$ cat src/rtl/t5_preimage_search.sv
// Preimage finder for the 5-input/2-output "t5" function: given a requested
// output pair (with per-bit don't-care mask) it walks all 32 input vectors,
// one per cycle, and reports the lowest matching vector and the match count.
// Ports: clk/rst (async active-high); req_valid/req_ready/req_target/req_mask
// request handshake; resp_valid/resp_ready/resp_found/resp_vec/resp_count
// result handshake; busy flags an active scan.
// Latency: 32 scan cycles (EARLY_EXIT=1: first match v + 1), result on the next.
// Backpressure: result held in DONE until resp_ready; requests refused until IDLE.
module t5_preimage_search #(
  parameter bit EARLY_EXIT = 1'b0
) (
  input  logic       clk,
  input  logic       rst,
  input  logic       req_valid,
  output logic       req_ready,
  input  logic [1:0] req_target,
  input  logic [1:0] req_mask,
  output logic       resp_valid,
  input  logic       resp_ready,
  output logic       resp_found,
  output logic [4:0] resp_vec,
  output logic [5:0] resp_count,
  output logic       busy
);

  typedef enum logic [1:0] {
    IDLE = 2'd0,
    SCAN = 2'd1,
    DONE = 2'd2
  } state_t;

  state_t     state;
  state_t     state_nxt;
  logic [4:0] vec;
  logic [1:0] target_q;
  logic [1:0] mask_q;
  logic       found_q;
  logic [4:0] vec_q;
  logic [5:0] count_q;
  logic       po0;
  logic       po1;
  logic       hit;
  logic       last;

  // Forward t5 evaluated on the current scan vector.
  always_comb begin
    po0  = (vec[0] & vec[2]) | (vec[1] & ~(vec[2] & vec[3]));
    po1  = ~(vec[2] & vec[3]) & (vec[1] | vec[4]);
    hit  = ((({po1, po0}) ^ target_q) & mask_q) == 2'b00;
    last = (vec == 5'd31);
  end

  always_comb begin
    state_nxt = state;
    case (state)
      IDLE:    if (req_valid) state_nxt = SCAN;
      // The counter never wraps: vector 31 always ends the sweep.
      SCAN:    if (last || (EARLY_EXIT && hit)) state_nxt = DONE;
      DONE:    if (resp_ready) state_nxt = IDLE;
      default: state_nxt = IDLE;
    endcase
  end

  always_ff @(posedge clk or posedge rst) begin
    if (rst) state <= IDLE;
    else     state <= state_nxt;
  end

  always_ff @(posedge clk or posedge rst) begin
    if (rst) begin
      vec      <= 5'd0;
      target_q <= 2'b00;
      mask_q   <= 2'b00;
      found_q  <= 1'b0;
      vec_q    <= 5'd0;
      count_q  <= 6'd0;
    end else begin
      case (state)
        IDLE: begin
          if (req_valid) begin
            target_q <= req_target;
            mask_q   <= req_mask;
            vec      <= 5'd0;
            found_q  <= 1'b0;
            vec_q    <= 5'd0;
            count_q  <= 6'd0;
          end
        end
        SCAN: begin
          if (hit) begin
            count_q <= count_q + 6'd1;
            // Scan is ascending, so the first hit is the lowest preimage.
            if (!found_q) begin
              found_q <= 1'b1;
              vec_q   <= vec;
            end
          end
          if (!last) vec <= vec + 5'd1;
        end
        default: ;
      endcase
    end
  end

  assign req_ready  = (state == IDLE);
  assign resp_valid = (state == DONE);
  assign busy       = (state == SCAN);
  assign resp_found = found_q;
  assign resp_vec   = vec_q;
  assign resp_count = count_q;

endmodule

$ cat config.mk
export PLATFORM = sky130hd
export DESIGN_NAME = t5_preimage_search
export DESIGN_NICKNAME = d
export VERILOG_FILES = /design/src/rtl/t5_preimage_search.sv
export SDC_FILE = /design/constraint.sdc
export NUM_CORES = 1
export LEC_CHECK = 0
export CELL_PAD_IN_SITES_DETAIL_PLACEMENT = 1
export CELL_PAD_IN_SITES_GLOBAL_PLACEMENT = 1
export CORE_ASPECT_RATIO = 0.6
export CORE_UTILIZATION = 40
export CTS_BUF_LIST = sky130_fd_sc_hd__clkbuf_8
export CTS_CLUSTER_DIAMETER = 80
export CTS_CLUSTER_SIZE = 12
export DETAILED_ROUTE_END_ITERATION = 8
export PLACE_DENSITY_LB_ADDON = 0.1
export SETUP_SLACK_MARGIN = 0.15
export SYNTH_ARGS = -nofsm -noshare
export SYNTH_HDL_FRONTEND = slang
export SYNTH_SLANG_ARGS = --single-unit
$ cat constraint.sdc
create_clock -name clk -period 2.5 [get_ports clk]
set_input_delay 0.25 -clock clk [delete_from_list [all_inputs] [get_ports clk]]
set_output_delay 0.25 -clock clk [all_outputs]
set_load 0.02 [all_outputs]
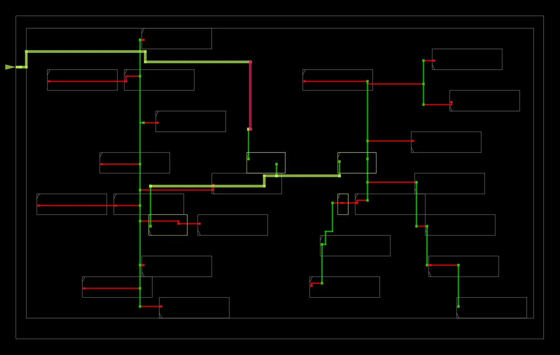
Figure 1: run 1, clock routing.
number of clock sinks: 23
FFs & Latches: 23
power in the clock group: 0.000220 W
number of clock buffers inserted by TritonCTS: 3

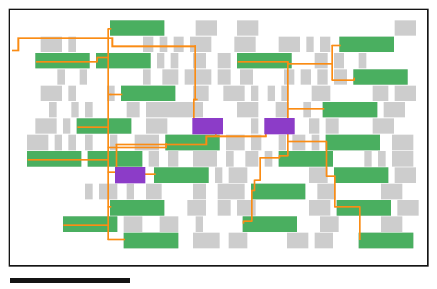
Figure 2: run 1, clock wires, drivers and flops.
The bar under the picture is 20 microns long.
Key: green = flip-flops [count 23]; orange = clock wires [length 275 microns]; purple = clock-net drivers [count 3]
Position of the flops: all over the die. There are 4 routed clock nets.
proportion of power drawn by the clock network: 0.113
later-pin clock latency in the skew report: 0.26 ns

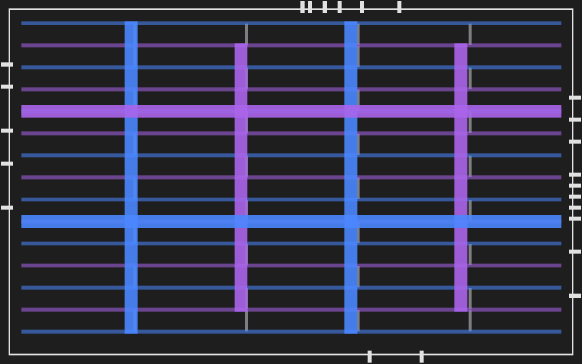
Figure 3: run 1, supply network.
Pins as bars on the die edge. Tap cells in grey.
Key: blue = VSS; purple = VDD
23 signal pins sit on the boundary. The core has 14 rows. 32 tap cells.

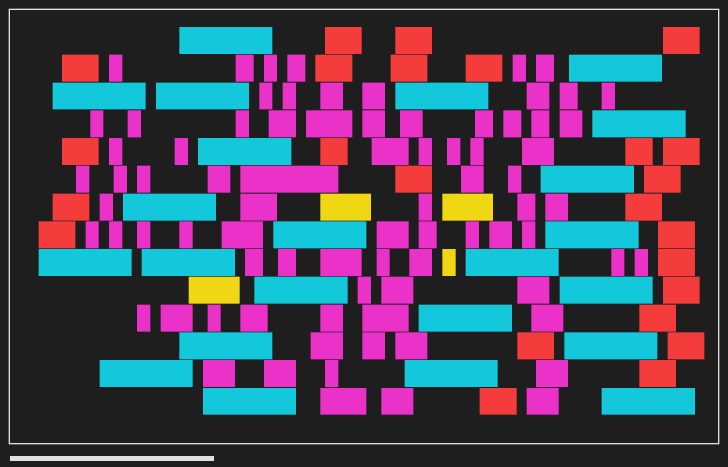
Figure 4: run 1, cell classes on the final placement.
The bar under the picture is 20 microns long.
Key: cyan = registers [cells 23, share of their area 43%]; red = remaining buffers and delay cells [cells 24, share of their area 17%]; magenta = remaining logic cells [cells 80, share of their area 37%]; yellow = clock drivers and dummy loads [cells 4, share of their area 3.3%]

==> results.toml, run 1 <==
# synthesis and place-and-route metrics
[run_status]
result_of_the_run = "complete, no violations"

[setup_path]
timing.reg2reg.worst_path_depth = 6
setup.worst_path.start_class = "register"
critical_path.max_stage_delay_ns = 0.44
r2r_start = "vec[2]"
critical_path_cell_count = 6
cp_max_fo = 12
cell_chain_critical_path = "and2_1, or3_4, a311oi_4, buf_4, and2_1, a22o_1"
cpLargestDelayFamily = "simple AND/OR/NAND/NOR gates"
critical-path-top-cell-by-count = "and2_1"

[power]
switching_share = 0.413
seq_cell_power_w = 0.000701
pg_comb_w = 0.00103
power.density_cell_area_nw_per_um2 = 1400
peakVddDrop_mv = 0.544
internal-power_w = 0.00114

[grt]
grt_pass1_vias = 833
number_of_antenna_violations_at_the_first_check_in_global_routing = 0
grt_overflow = 0
grt_use_met1 = 0.261
grt_max_degree = 24
first_pass_grt_wire_length_microns = 4010
met3_usage = 0.0577
grt_use_total = 0.179

[final_timing]
final_max_slew_viol_count = 0
whs_ns = 0.338
setup-tns-final_ns = 0
worst_slew_pin_slew_ns = 0.629
rsz0062_at_grt = "no"
layout_setup_ws_ns = 0.509
final-hold-violation-count = 0

[logic_synthesis]
synth_flops = 23
dominantRegCellSynth = "dfrtp_1"
synth-edff-count = 0
post-synth-top-count-cell = "dfrtp_1"
netlist_top_cells_area = "dfrtp_1 53%, a22o_1 7.2%, nand2_1 7.2%"
synth_area_per_cell_sq_um = 10.4
yosysUniqueCellTypes = 26
synth-simple-area-share = 0.186
ys_seq_frac = 0.528
netlist_area_sq_um = 1090
common_cells = "23 x dfrtp_1, 21 x nand2_1, 9 x a22o_1, 7 x o21ai_0"
synth-xor-area-share = 0.0241
synthesis.instances = 105
async_set_or_reset_flop_fraction_in_the_synthesized_netlist = 1.00
synthesis.nets = 116

[placed_design]
place_hpwl_microns = 1790
placed_cells = 159
placed_area_sq_um = 1350
place_congestion = 0.789

[finish]
utilization = 0.548
number_of_non_clock_inverters = 6
layout-drive-gt1-share = 0.0687
largest_register_ff_count = 6
num-multi-input-gates = 74
layout.cells.largest_class = "registers"
layout.clock_buffers = 3
clk_share = 0.0324
antennaDiodeCount = 0
buf_share = 0.169
layout_top_cell = "dfrtp_1"
seqAreaFraction = 0.414
nNonClkBuffers = 24
flop_area_sq_um = 576
nFillCells = 285
finalNetCount = 143

[job]
cap_violations = 0

[floorplanning]
taps = 32
boundaryPins = 23
rows = 14
core_area_sq_um = 2540
initCoreUtil = 0.429

[drt]
highest-signal-layer = "met4"
routed-via-count = 837
route.met3.wl_microns = 109
drtAntennaViolNets = 0
drt-initial-drc-count = 33
wirelength_microns = 2300
post_dr_vias_cell = 5.13
average_routed_wire_per_standard_cell_microns = 14.1

[cts]
cts_setup_buffers = 0
clock_slew_at_reported_path_ffs_ns = 0.08
tritoncts_clock_tree = "done"
cts.hold.buffers_added = 0
clockBufferDepth = 2
clk_root_buffer_cell = "clkbuf_8"
cts_repair_resizes = 0
## Run 2: what changed since run 1
==> constraint.sdc (replaced) <==
create_clock -name clk -period 1.9 [get_ports clk]
set_input_delay 0.19 -clock clk [delete_from_list [all_inputs] [get_ports clk]]
set_output_delay 0.19 -clock clk [all_outputs]
set_load 0.02 [all_outputs]
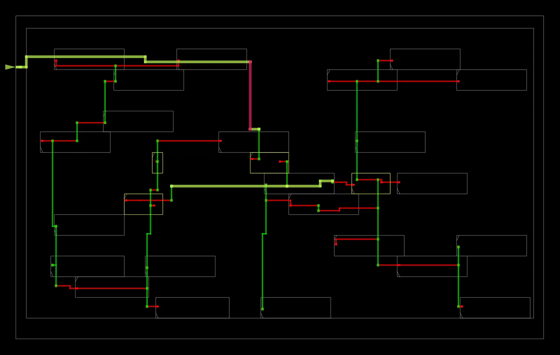
Figure 5: run 2, clock routing.
Fin Clk Skew: 0.00311 ns
power in the clock group: 0.000299 W
layout clock buffer count: 3

==> run 2 against run 1 <==
Compared with the run above: critical path depth unchanged; cell area increased by 14%; first-iteration DRC count increased by 15%; via count increased by 11%; power increased by 71%; sequential share of layout area decreased by 4.8 points; critical endpoint is now resp_vec[4].
==> results.toml, run 2 <==
# synthesis and place-and-route metrics
[run_status]
result_of_the_run = "complete, no violations"

[final_timing]
final-hold-violation-count = 0
setup-tns-final_ns = 0
rsz0062_at_grt = "yes"
final.period_utilization = 0.997
layout_setup_ws_ns = 0.00588
whs_ns = 0.270
worst_slew_pin_slew_ns = 0.491

[drt]
drt-initial-drc-count = 38
drtPass1Iterations = 4
drtAntennaViolNets = 0
routed-via-count = 927
post_dr_vias_cell = 5.27
highest-signal-layer = "met4"

[power]
pg_comb_w = 0.00210
peakVddDrop_mv = 1.02
power.density_cell_area_nw_per_um2 = 2100
power_frac_comb = 0.630
power_frac_clock = 0.090
seq_cell_power_w = 0.000933
internal-power_w = 0.00194
switching_share = 0.418

[finish]
num-multi-input-gates = 74
antennaDiodeCount = 0
clk_share = 0.0284
seqAreaFraction = 0.366
buf_share = 0.224
layout-drive-gt1-share = 0.264
nNonClkBuffers = 37
utilization = 0.624
largest_register_ff_count = 6
nFillCells = 280
finalNetCount = 156
number_of_non_clock_inverters = 6
flop_area_sq_um = 579

[logic_synthesis]
synthesis.nets = 116
synthesis.instances = 105
common_cells = "23 x dfrtp_1, 21 x nand2_1, 9 x a22o_1, 7 x o21ai_0"
post-synth-top-count-cell = "dfrtp_1"
netlist_top_cells_area = "dfrtp_1 53%, a22o_1 7.2%, nand2_1 7.2%"
netlist_area_sq_um = 1090
synth_area_per_cell_sq_um = 10.4
ys_seq_frac = 0.528
synth_flops = 23
dominantRegCellSynth = "dfrtp_1"
synth-edff-count = 0

[setup_path]
critical_path.max_stage_delay_ns = 0.42
cp_max_fo = 5
cell_chain_critical_path = "and2_4, or3_4, a311oi_4, buf_4, o21ai_4, a22o_1"
timing.reg2reg.worst_path_depth = 6
setup.worst_path.start_class = "register"
cpLargestDelayFamily = "AND-OR/OR-AND gates"

[cts]
cts.hold.buffers_added = 0
tritoncts_clock_tree = "done"
cts_setup_buffers = 5
clock_slew_at_reported_path_ffs_ns = 0.08
cts-buffers-inserted = 3
clockBufferDepth = 2
later_pin_clock_latency_in_the_skew_report_ns = 0.26
cts_num_sinks = 23
clk_root_buffer_cell = "clkbuf_8"

[grt]
grt_pass1_vias = 920
grt_use_met1 = 0.278
number_of_antenna_violations_at_the_first_check_in_global_routing = 0
grt_use_total = 0.203
met3_usage = 0.0601
grt_max_degree = 24
grt_overflow = 0
first_pass_grt_wire_length_microns = 4510

[floorplanning]
boundaryPins = 23
initCoreUtil = 0.429
core_area_sq_um = 2540
rows = 14
taps = 32

[job]
cap_violations = 0

[placed_design]
place_congestion = 0.833
placed_cells = 161
placed_area_sq_um = 1370
Power and IR drop assume default switching activity.
